==> src/rtl/crc_frame_rx.sv <==
// Receive-side deframer for the 16-symbol CRC-4 frame: samples in_bit once per symbol,
// rebuilds the codeword, checks x^4+x+1 serially and keeps saturating frame statistics.
module crc_frame_rx #(
    parameter int SAMPLE_PHASE = 128,
    parameter int CNT_W        = 8
) (
    input  logic             clk_sys,
    input  logic             rst_n,
    input  logic             en,
    input  logic [7:0]       phase,
    input  logic [3:0]       sign_cnt,
    input  logic             in_bit,
    output logic [15:0]      code_out,
    output logic [11:0]      data_out,
    output logic             crc_ok,
    output logic             frame_valid,
    output logic             sync_err,
    output logic [CNT_W-1:0] frame_cnt,
    output logic [CNT_W-1:0] err_cnt,
    output logic [1:0]       state_dbg
);

    typedef enum logic [1:0] {
        IDLE  = 2'd0,
        RECV  = 2'd1,
        CHECK = 2'd2
    } state_t;

    localparam logic [7:0] SAMPLE_PHASE_L = SAMPLE_PHASE[7:0];

    state_t      state;
    logic [15:0] shreg;
    logic [3:0]  lfsr;
    logic [3:0]  bit_idx;
    logic        samp;

    // No valid/ready handshake here: frame_valid and sync_err are single-cycle
    // strobes with no back-pressure; code_out/data_out/crc_ok hold until the next CHECK.
    assign samp      = en && (phase == SAMPLE_PHASE_L);
    assign data_out  = code_out[11:0];
    assign state_dbg = state;

    function automatic logic [3:0] lfsr_step(input logic [3:0] r, input logic b);
        logic fb;
        fb = r[3] ^ b;
        return {r[2:0], 1'b0} ^ (fb ? 4'b0011 : 4'b0000);
    endfunction

    always_ff @(posedge clk_sys or negedge rst_n) begin
        if (!rst_n) begin
            state       <= IDLE;
            shreg       <= 16'h0000;
            lfsr        <= 4'd0;
            bit_idx     <= 4'd0;
            code_out    <= 16'h0000;
            crc_ok      <= 1'b0;
            frame_valid <= 1'b0;
            sync_err    <= 1'b0;
            frame_cnt   <= '0;
            err_cnt     <= '0;
        end else begin
            frame_valid <= 1'b0;
            sync_err    <= 1'b0;
            if (!en) begin
                // Abort: partial frame is dropped silently, last results are kept.
                state <= IDLE;
            end else begin
                case (state)
                    IDLE: begin
                        if (samp && sign_cnt == 4'd0) begin
                            shreg   <= {15'h0000, in_bit};
                            lfsr    <= lfsr_step(4'd0, in_bit);
                            bit_idx <= 4'd1;
                            state   <= RECV;
                        end
                    end
                    RECV: begin
                        if (samp) begin
                            if (sign_cnt == bit_idx) begin
                                shreg[bit_idx] <= in_bit;
                                lfsr           <= lfsr_step(lfsr, in_bit);
                                if (bit_idx == 4'd15) begin
                                    state <= CHECK;
                                end else begin
                                    bit_idx <= bit_idx + 4'd1;
                                end
                            end else begin
                                sync_err <= 1'b1;
                                if (err_cnt != {CNT_W{1'b1}}) begin
                                    err_cnt <= err_cnt + 1'b1;
                                end
                                // A broken sequence landing on symbol 0 is a new frame start.
                                if (sign_cnt == 4'd0) begin
                                    shreg   <= {15'h0000, in_bit};
                                    lfsr    <= lfsr_step(4'd0, in_bit);
                                    bit_idx <= 4'd1;
                                    state   <= RECV;
                                end else begin
                                    state <= IDLE;
                                end
                            end
                        end
                    end
                    CHECK: begin
                        code_out    <= shreg;
                        crc_ok      <= (lfsr == 4'd0);
                        frame_valid <= 1'b1;
                        if (frame_cnt != {CNT_W{1'b1}}) begin
                            frame_cnt <= frame_cnt + 1'b1;
                        end
                        if (lfsr != 4'd0 && err_cnt != {CNT_W{1'b1}}) begin
                            err_cnt <= err_cnt + 1'b1;
                        end
                        state <= IDLE;
                    end
                    default: state <= IDLE;
                endcase
            end
        end
    end

endmodule

==> config.mk <==
export PLATFORM = sky130hd
export DESIGN_NAME = crc_frame_rx
export DESIGN_NICKNAME = d
export VERILOG_FILES = /design/src/rtl/crc_frame_rx.sv
export SDC_FILE = /design/constraint.sdc
export NUM_CORES = 1
export LEC_CHECK = 0
export ABC_AREA = 1
export CAP_MARGIN = 20
export CELL_PAD_IN_SITES_DETAIL_PLACEMENT = 0
export CELL_PAD_IN_SITES_GLOBAL_PLACEMENT = 1
export CORE_ASPECT_RATIO = 1.5
export CORE_MARGIN = 2
export CORE_UTILIZATION = 35
export CTS_BUF_LIST = sky130_fd_sc_hd__clkbuf_8
export CTS_CLUSTER_SIZE = 25
export DETAILED_ROUTE_END_ITERATION = 8
export DONT_BUFFER_PORTS = 1
export MAX_ROUTING_LAYER = met4
export PLACE_DENSITY_LB_ADDON = 0.1
export SYNTH_ARGS = -nofsm -noshare
export SYNTH_HDL_FRONTEND = slang
export SYNTH_SLANG_ARGS = --single-unit
export TNS_END_PERCENT = 10
==> constraint.sdc <==
create_clock -name clk_sys -period 4 [get_ports clk_sys]
set_input_delay 0.6 -clock clk_sys [delete_from_list [all_inputs] [get_ports clk_sys]]
set_output_delay 0.6 -clock clk_sys [all_outputs]
set_load 0.05 [all_outputs]
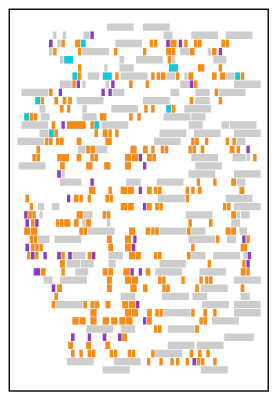
**Above:** run 1 (selected gate families).
(3 px per um)
colour	family	cells
cyan	aoi and oai cells	11
purple	inv cells	45
orange	nand cells	259
final std cells w/o fill: 561
highest-count logic cell in the final layout: nand2_1

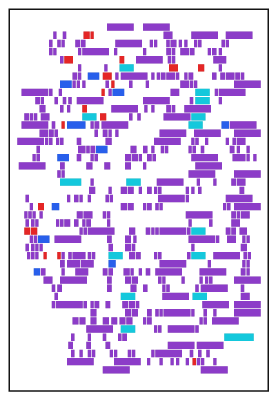
**Above:** run 1 (sizing map).
(3 px per um)
colour	size	cells	share	most used
cyan	_6 and larger	15	3.4%	clkbuf_8
purple	_0 and _1 cells	402	90%	nand2_1
blue	_3 and _4 cells	11	2.5%	nor2_4
red	_2 cells	18	4.0%	inv_2
Final Instance Area: 3690 um2
synthesis-to-finish area growth: 5.05%
Non-clock buffers: 3
worst setup margin: 1410 ps

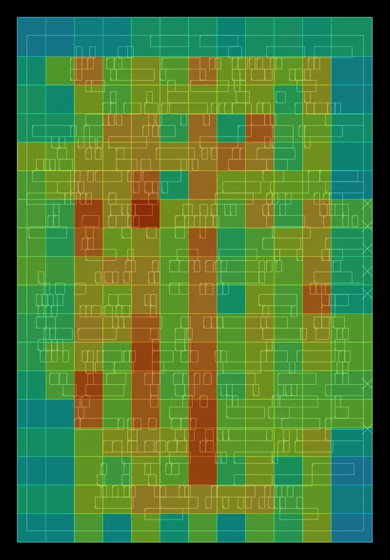
**Above:** run 1 (congestion heat map).
met3 Usage GRT: 4.36%
met2 global-route usage: 27.2%

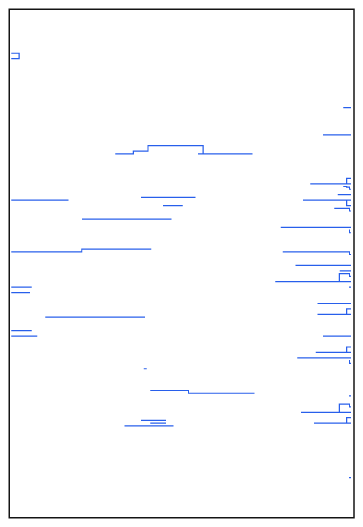
**Above:** run 1 (M3 wires).
(4 px per um)
main direction	horizontal
wire length on this layer	427 um
final WL: 8200 um
routed via count: 2,763

==> impl_metrics.tcl, run 1 <==
# implementation run metrics
set metrics [dict create \
    outcome "finished, violations left" \
    core-area_um2 9740 \
    ys_chip_area_um2 3520 \
    h-tree-depth 3 \
    drv_slew 0 \
    crit_start "state_dbg[0]" \
    drc 7 \
    initCoreUtil_pct 36.1 \
    logic_family "simple AND/OR/NAND/NOR gates" \
    fp_nets 479 \
    ctsResizeCount 0 \
    place_hpwl_um 5910 \
    max_slew.worst_pin.slew_ps 1000 \
    comb.multi_input.count 321 \
    inverters 45 \
    comb_area_share_pct 43.7 \
    cts_tree "yes" \
    yosys_warnings 0 \
    n_clock_buffer 13 \
    violations "design-rule violations" \
    finalHoldViolations 0 \
    routed.top_layer "met4" \
    async_flop_share_pct 100 \
    die_area_um2 10900 \
    r2r-end "shreg[15]" \
    path_class "flop to flop" \
    layout_top_cells "nand2_1 (169), dfrtp_1 (61), nand3_1 (48)" \
    muxShareOfSynthArea_pct 0 \
    met3_length_um 426 \
    max-clock-path-buffers 2 \
    crit_fanout 24 \
    ys_sh_simple_pct 37.9 \
    numCtsBuffers 9 \
    yosysTopAreaCellShare_pct 43.4 \
    worstSkewPairLatency_ps 340 \
    grtUsageMet1_pct 19.2 \
    wl_met1_um 3510 \
    place_congestion 0.789 \
]
-- run 1: worst register-to-register path, cell delays in order (launching register included) --
cell     delay [ps]
dfrtp_1         730
inv_2            60
nor2_2          770
inv_1           220
nor2_4          200
inv_2           100
nor2_8          220
nand3_1         120
nand2_1         100
-- run 1: power by group --
part,internal (mW),switching (mW)
logic,0.0785,0.170
registers,0.656,0.132
clock network,0.290,0.242
-- run 1: repair_timing --
action | 4_1_cts | 5_1_grt
hold buffers | 1 | 0
hold endpoints to repair | 61 | 0
setup endpoints to repair | 0 | 0
-- run 1: through the flow --
stage               util (%)  hold slack, ps  power (mW)  std cells
CTS                     37.9             123        1.60        561
floorplan                  -             304       0.985        457
detailed placement      35.6             306        1.04        544
global route            37.9             126        1.67        561
finish                  37.9             131        1.57        561
global placement        35.6             306        1.04        544
## Run 2: what changed since run 1
==> constraint.sdc (replaced) <==
create_clock -name clk_sys -period 2.2 [get_ports clk_sys]
set_input_delay 0.33 -clock clk_sys [delete_from_list [all_inputs] [get_ports clk_sys]]
set_output_delay 0.33 -clock clk_sys [all_outputs]
set_load 0.05 [all_outputs]
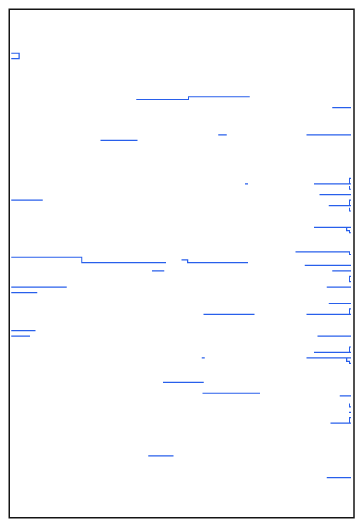
**Above:** run 2 (M3 wires).
(4 px per um)
share of all routed wire	4.1%
longest straight run	20.9 um
final WL: 8310 um
routed via count: 2,872
met3 Usage GRT: 4.10%

==> run 2 against run 1 <==
Effect of this change: the run still ends with design-rule violations left; die size did not move; critical path depth rose by 2; clock power rose by 97%; global-route usage rose by 0.46 points; total power rose by 92%; combinational power rose to 2.8 times the previous value; clock-buffer cell count fell by 1; final area rose by 7.8%; final cell count rose by 6.2%; first-iteration DRC count rose by 3.6%; utilization rose by 2.9 points; largest cell class unchanged.
==> impl_metrics.tcl, run 2 <==
# implementation run metrics
set metrics [dict create \
    comb.multi_input.count 321 \
    drc 8 \
    async_flop_share_pct 100 \
    numCtsBuffers 9 \
    area_delta_synth_final_pct 13.2 \
    ys_chip_area_um2 3520 \
    drv_slew 0 \
    final_util_pct 40.8 \
    max_slew.worst_pin.slew_ps 569 \
    initCoreUtil_pct 36.1 \
    die_area_um2 10900 \
    layout_top_cells "nand2_1 (169), dfrtp_1 (60), nand3_1 (48)" \
    final_layout_top_logic_cell "nand2_1" \
    wl_met1_um 3610 \
    core-area_um2 9740 \
    p_total_mw 3.01 \
    violations "design-rule violations" \
    place_congestion 0.832 \
    finalHoldViolations 0 \
    logic_family "simple AND/OR/NAND/NOR gates" \
    cts_hold_buf 2 \
    fp_nets 479 \
    fin_ws_ps 330 \
    met3_length_um 340 \
    outcome "finished, violations left" \
    crit_fanout 18 \
    h-tree-depth 3 \
    n_clock_buffer 12 \
    path_class "flop to flop" \
    place_inst 578 \
    place_hpwl_um 6150 \
]
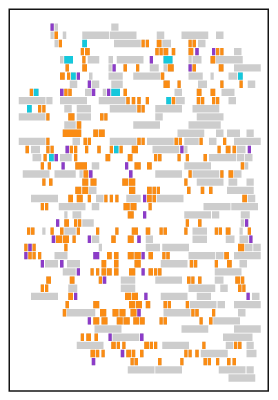
**Above:** run 2 (selected gate families).
(3 px per um)
colour	family	cells
purple	inv cells	45
cyan	aoi and oai cells	11
orange	nand cells	259
combinational share of cell area: 40.6%
final std cells w/o fill: 596

==> run 2: cell counts after synthesis <==
Identical to the previous run, type by type.
==> run 2: path summary, 6_finish.rpt <==
| kind | to | slack, ps | startpoint | depth (start not counted) |
|---|---|---|---|---|
| hold reg to reg | shreg[2] | 470 | shreg[2] | 2 |
| max in group asynchronous | shreg[0] | 1410 | rst_n | 2 |
| setup reg to reg | bit_idx[2] | 330 | bit_idx[0] | 10 |
| min in group asynchronous | code_out[8] | 520 | rst_n | 2 |
| setup / recovery | bit_idx[2] | 330 | bit_idx[0] | 10 |
| hold / removal | state_dbg[0] | 130 | en | 2 |
==> run 2: power breakdown <==
group	internal (mW)	leakage [nW]	switching (mW)
Combinational	0.208	1.20	0.486
Clock	0.610	0.110	0.436
Sequential	1.20	0.832	0.0764
Total	2.01	2.14	0.999
No activity file was given, so power comes from the tool's default toggle rates.
